[src/rtl/sccb_cfg_seq_pkg.sv]
// Shared definitions for the SCCB configuration sequencer: FSM states, ROM entry
// layout helpers and the R/W bit constants used by the SCCB master.
package sccb_cfg_seq_pkg;

  typedef enum logic [3:0] {
    ST_IDLE   = 4'd0,
    ST_FETCH  = 4'd1,
    ST_DECODE = 4'd2,
    ST_WRITE  = 4'd3,
    ST_WAIT_W = 4'd4,
    ST_READ   = 4'd5,
    ST_WAIT_R = 4'd6,
    ST_DELAY  = 4'd7,
    ST_RETRY  = 4'd8,
    ST_NEXT   = 4'd9,
    ST_DONE   = 4'd10,
    ST_ERROR  = 4'd11
  } state_t;

  localparam int ENTRY_W      = 17;
  localparam int NOVERIFY_BIT = 16;
  localparam int SUB_LSB      = 8;

  localparam logic [7:0] RW_WRITE_MASK = 8'hFE;
  localparam logic [7:0] RW_READ_BIT   = 8'h01;

  function automatic logic [7:0] entry_sub(input logic [ENTRY_W-1:0] e);
    return e[SUB_LSB +: 8];
  endfunction

  function automatic logic [7:0] entry_data(input logic [ENTRY_W-1:0] e);
    return e[7:0];
  endfunction

  function automatic logic entry_noverify(input logic [ENTRY_W-1:0] e);
    return e[NOVERIFY_BIT];
  endfunction

endpackage

[src/rtl/sccb_cfg_seq_rom.sv]
// Synchronous-read command table; contents come from the ROM_INIT image,
// entry i stored at bits [i*17 +: 17].
module sccb_cfg_seq_rom
  import sccb_cfg_seq_pkg::*;
#(
  parameter int NUM_CMDS = 64,
  parameter int AW       = $clog2(NUM_CMDS),
  parameter logic [NUM_CMDS*ENTRY_W-1:0] ROM_INIT = '0
) (
  input  logic               clk,
  input  logic [AW-1:0]      addr,
  output logic [ENTRY_W-1:0] data
);

  logic [ENTRY_W-1:0] rom_mem [NUM_CMDS];

  for (genvar i = 0; i < NUM_CMDS; i++) begin : g_rom
    assign rom_mem[i] = ROM_INIT[i*ENTRY_W +: ENTRY_W];
  end

  // one-cycle read latency
  always_ff @(posedge clk) begin
    data <= rom_mem[addr];
  end

endmodule

[src/rtl/sccb_cfg_seq.sv]
// Table-driven SCCB register initialiser: walks the command ROM, issues writes,
// timed delays and optional read-back verification with bounded retries.
module sccb_cfg_seq
  import sccb_cfg_seq_pkg::*;
#(
  parameter logic [7:0]  CHIP_ADDR   = 8'h42,
  parameter int          NUM_CMDS    = 64,
  parameter int          AW          = $clog2(NUM_CMDS),
  parameter logic [7:0]  DELAY_TOKEN = 8'hF0,
  parameter logic [7:0]  END_TOKEN   = 8'hFF,
  parameter int unsigned DELAY_UNIT  = 1000,
  parameter bit          VERIFY      = 1'b1,
  parameter int          MAX_RETRY   = 3,
  parameter logic [NUM_CMDS*ENTRY_W-1:0] ROM_INIT = '0
) (
  input  logic          clk,
  input  logic          reset,
  input  logic          start,
  output logic          busy,
  output logic          done,
  output logic          error,
  output logic [AW-1:0] err_index,
  output logic [AW-1:0] cmd_index,
  output logic          m_start,
  output logic [7:0]    m_addr,
  output logic [7:0]    m_subaddr,
  output logic [7:0]    m_wdata,
  input  logic [7:0]    m_rdata,
  input  logic          m_done,
  input  logic          m_nack
);

  // sized so the largest request (255 units) loads without wrapping
  localparam int DLY_W = $clog2(32'd255 * DELAY_UNIT + 32'd1);

  state_t             state;
  logic [ENTRY_W-1:0] rom_data;
  logic [7:0]         sub_r;
  logic [7:0]         data_r;
  logic               noverify_r;
  logic [3:0]         retry_r;
  logic [DLY_W-1:0]   dly_cnt_r;

  sccb_cfg_seq_rom #(
    .NUM_CMDS (NUM_CMDS),
    .AW       (AW),
    .ROM_INIT (ROM_INIT)
  ) u_rom (
    .clk  (clk),
    .addr (cmd_index),
    .data (rom_data)
  );

  // sequencer FSM, counters and registered bus request outputs
  always_ff @(posedge clk) begin
    if (!reset) begin
      state      <= ST_IDLE;
      busy       <= 1'b0;
      done       <= 1'b0;
      error      <= 1'b0;
      err_index  <= '0;
      cmd_index  <= '0;
      m_start    <= 1'b0;
      m_addr     <= 8'h00;
      m_subaddr  <= 8'h00;
      m_wdata    <= 8'h00;
      sub_r      <= 8'h00;
      data_r     <= 8'h00;
      noverify_r <= 1'b0;
      retry_r    <= 4'd0;
      dly_cnt_r  <= '0;
    end else begin
      m_start <= 1'b0;
      case (state)
        ST_IDLE: begin
          if (start) begin
            state     <= ST_FETCH;
            cmd_index <= '0;
            retry_r   <= 4'd0;
            done      <= 1'b0;
            error     <= 1'b0;
            busy      <= 1'b1;
          end
        end
        ST_FETCH: state <= ST_DECODE;
        ST_DECODE: begin
          sub_r      <= entry_sub(rom_data);
          data_r     <= entry_data(rom_data);
          noverify_r <= entry_noverify(rom_data);
          if (entry_sub(rom_data) == END_TOKEN) begin
            state <= ST_DONE;
          end else if (entry_sub(rom_data) == DELAY_TOKEN) begin
            // a zero count skips the delay state entirely
            if (entry_data(rom_data) == 8'd0) begin
              state <= ST_NEXT;
            end else begin
              dly_cnt_r <= DLY_W'(32'(entry_data(rom_data)) * DELAY_UNIT - 32'd1);
              state     <= ST_DELAY;
            end
          end else begin
            state <= ST_WRITE;
          end
        end
        ST_WRITE: begin
          m_addr    <= CHIP_ADDR & RW_WRITE_MASK;
          m_subaddr <= sub_r;
          m_wdata   <= data_r;
          m_start   <= 1'b1;
          state     <= ST_WAIT_W;
        end
        ST_WAIT_W: begin
          if (m_done) begin
            if (m_nack)                   state <= ST_RETRY;
            else if (VERIFY && !noverify_r) state <= ST_READ;
            else                          state <= ST_NEXT;
          end
        end
        ST_READ: begin
          m_addr    <= CHIP_ADDR | RW_READ_BIT;
          m_subaddr <= sub_r;
          m_start   <= 1'b1;
          state     <= ST_WAIT_R;
        end
        ST_WAIT_R: begin
          if (m_done) begin
            if (m_nack || (m_rdata != data_r)) state <= ST_RETRY;
            else                               state <= ST_NEXT;
          end
        end
        ST_DELAY: begin
          if (dly_cnt_r == '0) state <= ST_NEXT;
          else                 dly_cnt_r <= dly_cnt_r - DLY_W'(1);
        end
        ST_RETRY: begin
          if (retry_r < 4'(MAX_RETRY)) begin
            retry_r <= retry_r + 4'd1;
            state   <= ST_WRITE;
          end else begin
            err_index <= cmd_index;
            state     <= ST_ERROR;
          end
        end
        ST_NEXT: begin
          retry_r <= 4'd0;
          if (cmd_index == AW'(NUM_CMDS - 1)) begin
            state <= ST_DONE;
          end else begin
            cmd_index <= cmd_index + AW'(1);
            state     <= ST_FETCH;
          end
        end
        ST_DONE: begin
          done  <= 1'b1;
          busy  <= 1'b0;
          state <= ST_IDLE;
        end
        ST_ERROR: begin
          error <= 1'b1;
          busy  <= 1'b0;
          state <= ST_IDLE;
        end
        default: begin
          busy  <= 1'b0;
          state <= ST_IDLE;
        end
      endcase
    end
  end

endmodule
[config.mk]
export PLATFORM = sky130hd
export DESIGN_NAME = sccb_cfg_seq
export DESIGN_NICKNAME = d
export VERILOG_FILES = /design/src/rtl/sccb_cfg_seq_pkg.sv /design/src/rtl/sccb_cfg_seq_rom.sv /design/src/rtl/sccb_cfg_seq.sv
export SDC_FILE = /design/constraint.sdc
export NUM_CORES = 1
export LEC_CHECK = 0
export ABC_AREA = 1
export CAP_MARGIN = 10
export CELL_PAD_IN_SITES_DETAIL_PLACEMENT = 1
export CELL_PAD_IN_SITES_GLOBAL_PLACEMENT = 2
export CORE_ASPECT_RATIO = 1.1
export CORE_MARGIN = 2
export CORE_UTILIZATION = 28
export DETAILED_ROUTE_END_ITERATION = 12
export GPL_TIMING_DRIVEN = 0
export HOLD_SLACK_MARGIN = 0.06
export PLACE_DENSITY = 0.87
export SETUP_SLACK_MARGIN = 0.3
export SLEW_MARGIN = 15
export SYNTH_ARGS = -nofsm -noshare
export SYNTH_HDL_FRONTEND = slang
export SYNTH_SLANG_ARGS = --single-unit
[constraint.sdc]
create_clock -name clk -period 2 [get_ports clk]
set_input_delay 0.3 -clock clk [delete_from_list [all_inputs] [get_ports clk]]
set_output_delay 0.3 -clock clk [all_outputs]
set_load 0.02 [all_outputs]
### M1 wires

Scale bar: 20 um. Cells faint in the background.
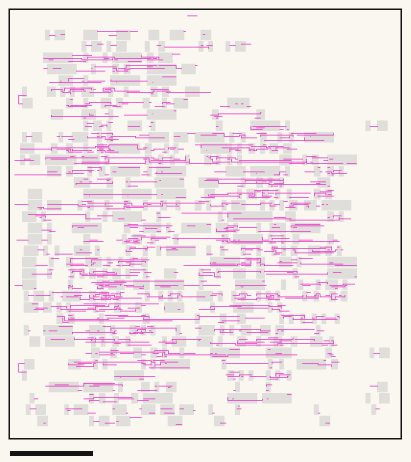
main direction: horizontal
nets with wire on the layer: 389
share of all routed wire: 44%

### The metal 2 layer

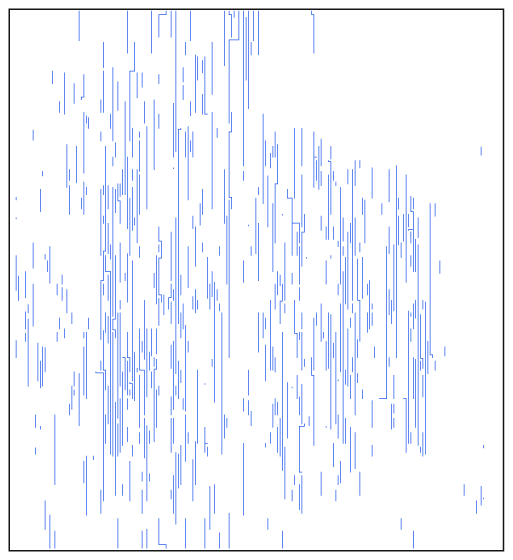
longest straight run: 38.1 um
wire length on this layer: 3,170 um
main direction: vertical
share of all routed wire: 51%
nets with wire on the layer: 361

==> Slide: Implementation Results <==
Physical Implementation Snapshot

CTS
  – Clock Pin Slew Worst Setup and Hold Paths: approximately 90 ps
  – CTS tree: yes
  – Clock Latency Late Sink: approximately 300 ps
  – Clock Tree Buf Depth: 2
  – Number of buffers created by CTS: 5
  – Sink Count: 44

Power
  – Pwr/cell area: approximately 770 nW/um2
  – IR drop worst, VDD: 280 uV

Yosys
  – Netlist cell types: 36
  – FF+latch count, synth: about 44
  – Synth Seq Share: 35.6%
  – Synthesis area per yosys: ~2500 um2
  – Syn Area/Cell: 6.96 um2
  – Dominant cells by area after synthesis: dfxtp_1, nand2_1, nor2_1
  – Mapped Area: about 2500 um2
  – Yosys stat cell total: ~360

Timing
  – Final min period: around 1600 ps
  – Final tally of max-slew violations: 0
  – Setup_tns: 0 ps
  – Relative slew slack: 61.7%
  – Setup ws final: approximately 360 ps
  – Period utilisation layout: between 80% and 90%
  – Clock Skew: between 10 and 15 ps
  – Slew @ Worst Pin: 575 ps
  – RSZ-0062 raised after global routing: no
  – Final Hold Fails: 0

GRT
  – Busiest grt layer: met2
  – First-pass GRT wire length: 10,500 um
  – Met3 GRT Util: under 10%
  – M2 GR Usage: around a quarter
  – Vias in the first global route: between 2,000 and 2,500
  – Pin count of the biggest net entering global routing: 16
  – Initial antenna violation count: 0
  – Global route total overflow: 0
  – Met1 Usage GRT: about 16%

Route
  – Routed vias/inst: 4.38
  – Vias post-DR: ~2,300
  – ANT nets after route: 0
  – DRT Pass-1 Iters: 6
  – Initial DRC Count: approximately 51
  – DRC: 0
  – Average wire per standard cell: between 10 and 15 um
  – DRT Wirelength: roughly 6200 um

Setup path
  – Startpoint Class: register
  – Req. time, crit path: roughly 1700 ps
  – CP max FO: 5
  – Crit path largest cell delay: 630 ps
  – CP Capture Type: output port
  – Slowest stage cell, crit path: clkdlybuf4s50_1
  – Cell family with most CP delay: buffers and inverters
  – CP bufs+invs: 1
  – CP Cell Sequence: clkdlybuf4s50_1

Die
  – Die width: roughly 94 um
  – CORE AREA: around 8500 um2
  – Rows: 35
  – Die area: ~9600 um2
  – Die Y: about 100 um
  – IO Count: 53
  – Fp util: about 29%

Cells and area
  – Synth-to-Final Area Change: 26.5%
  – Ant. Diodes: 0
  – Fin cells: 525
  – Post-route cell area: about 3100 um2
  – Final #Nets: 429

Place
  – Pre-CTS setup slack: 297 ps
  – Placed cells: between 500 and 600
  – RePlAce Congestion: 0.780

Worst hold path
  – HP Class: in2reg

Run status
  – Outcome: completed

Run
  – Number of OpenROAD warnings: 26
### Metal 3

Scale bar: 20 um.
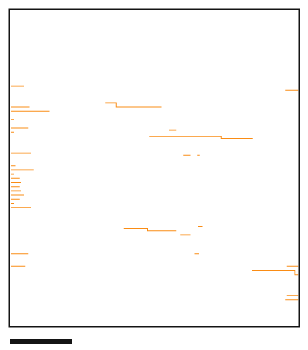
share of all routed wire: 3.0%
longest straight run: 23.2 um

==> report_power, final <==
part	switching [uW]	internal [uW]
clock	334	377
combinational	441	248
sequential	66.5	932
total	841	1560
==> synthesized netlist by cell type <==
cell type  count
a211oi_2       1
a21oi_1       27
a21oi_2        1
a221oi_1       1
a31oi_1        1
and3_1         1
buf_2          1
buf_4         23
buf_6          2
clkbuf_1       4
clkinv_1       1
conb_1         1
dfxtp_1       44
ha_1           3
inv_1         34
inv_2          6
nand2_1       68
nand2_2        4
nand2_4        5
nand3_1       21
nand3_2        1
nand3_4        1
nand3b_1       2
nand4_1        4
nor2_1        55
nor2_2         7
nor2_4         4
nor3_1         5
nor3_2         1
o21ai_0       13
o21ai_1        3
o21ai_2        1
o21bai_1       1
or2_2          1
xnor2_1        4
xor2_1         3
==> cell families (layout without fill, tap and decap cells) <==
kind of cell,count (synthesis),in the layout,synth area share [%]
AOI/OAI and AO/OA,49,49,10.8
xor gates and xnor gates,7,7,2.48
adders and majority gates,3,3,1.52
buffers and inverters,71,110,14.9
DFF,44,44,35.6
other,1,21,0.152
and+or+nand+nor,180,180,34.5
==> state kept, by name, indices dropped and copies added (netlist names), 2 cells and up <==
register   count
retry_r        4
dly_cnt_r     18
cmd_index      6
state          4
m_addr         2
err_index      6
==> final timing paths <==
check / from / endpoint / cells past startpoint
worst min register to register: retry_r[2]$_SDFFE_PN0P_ / retry_r[2]$_SDFFE_PN0P_ / 2
worst max-delay path: cmd_index[3]$_SDFFE_PN0P_ / cmd_index[3] / 1
worst max register to register: dly_cnt_r[0]$_SDFFE_PN0P_ / dly_cnt_r[8]$_SDFFE_PN0P_ / 11
worst min-delay path: reset / dly_cnt_r[8]$_SDFFE_PN0P_ / 3
==> through the flow <==
step	total power (uW)	util, %
finish	2400	36.8
floorplan	1520	-
detailed placement	1700	35.2
global route	2540	36.8
global placement	1700	35.2
CTS	2420	36.5
==> final cells by class <==
type / instances / area (um2)
Fill cell: 1087 / 5370
Multi-Input combinational cell: 260 / 1310
Sequential cell: 44 / 885
Timing Repair Buffer: 31 / 307
Buffer: 30 / 218
Inverter: 41 / 154
Tap cell: 111 / 139
Clock buffer: 5 / 68.8
Clock inverter: 3 / 47.5
==> per-layer routing <==
layer / vias up / wire [um]
li1: 1198 / -
met1: 1056 / 2760
met2: 35 / 3170
met3: 9 / 189
met4: 0 / 133
met5: - / 0
==> repair_timing <==
action | 4_1_cts | 5_1_grt
setup buffers | 0 | 1
pin swaps | 0 | 2
resized | 2 | 9
gates cloned | 0 | 0
endpoints found under the setup margin | 4 | 27
Power and IR drop assume default switching activity.
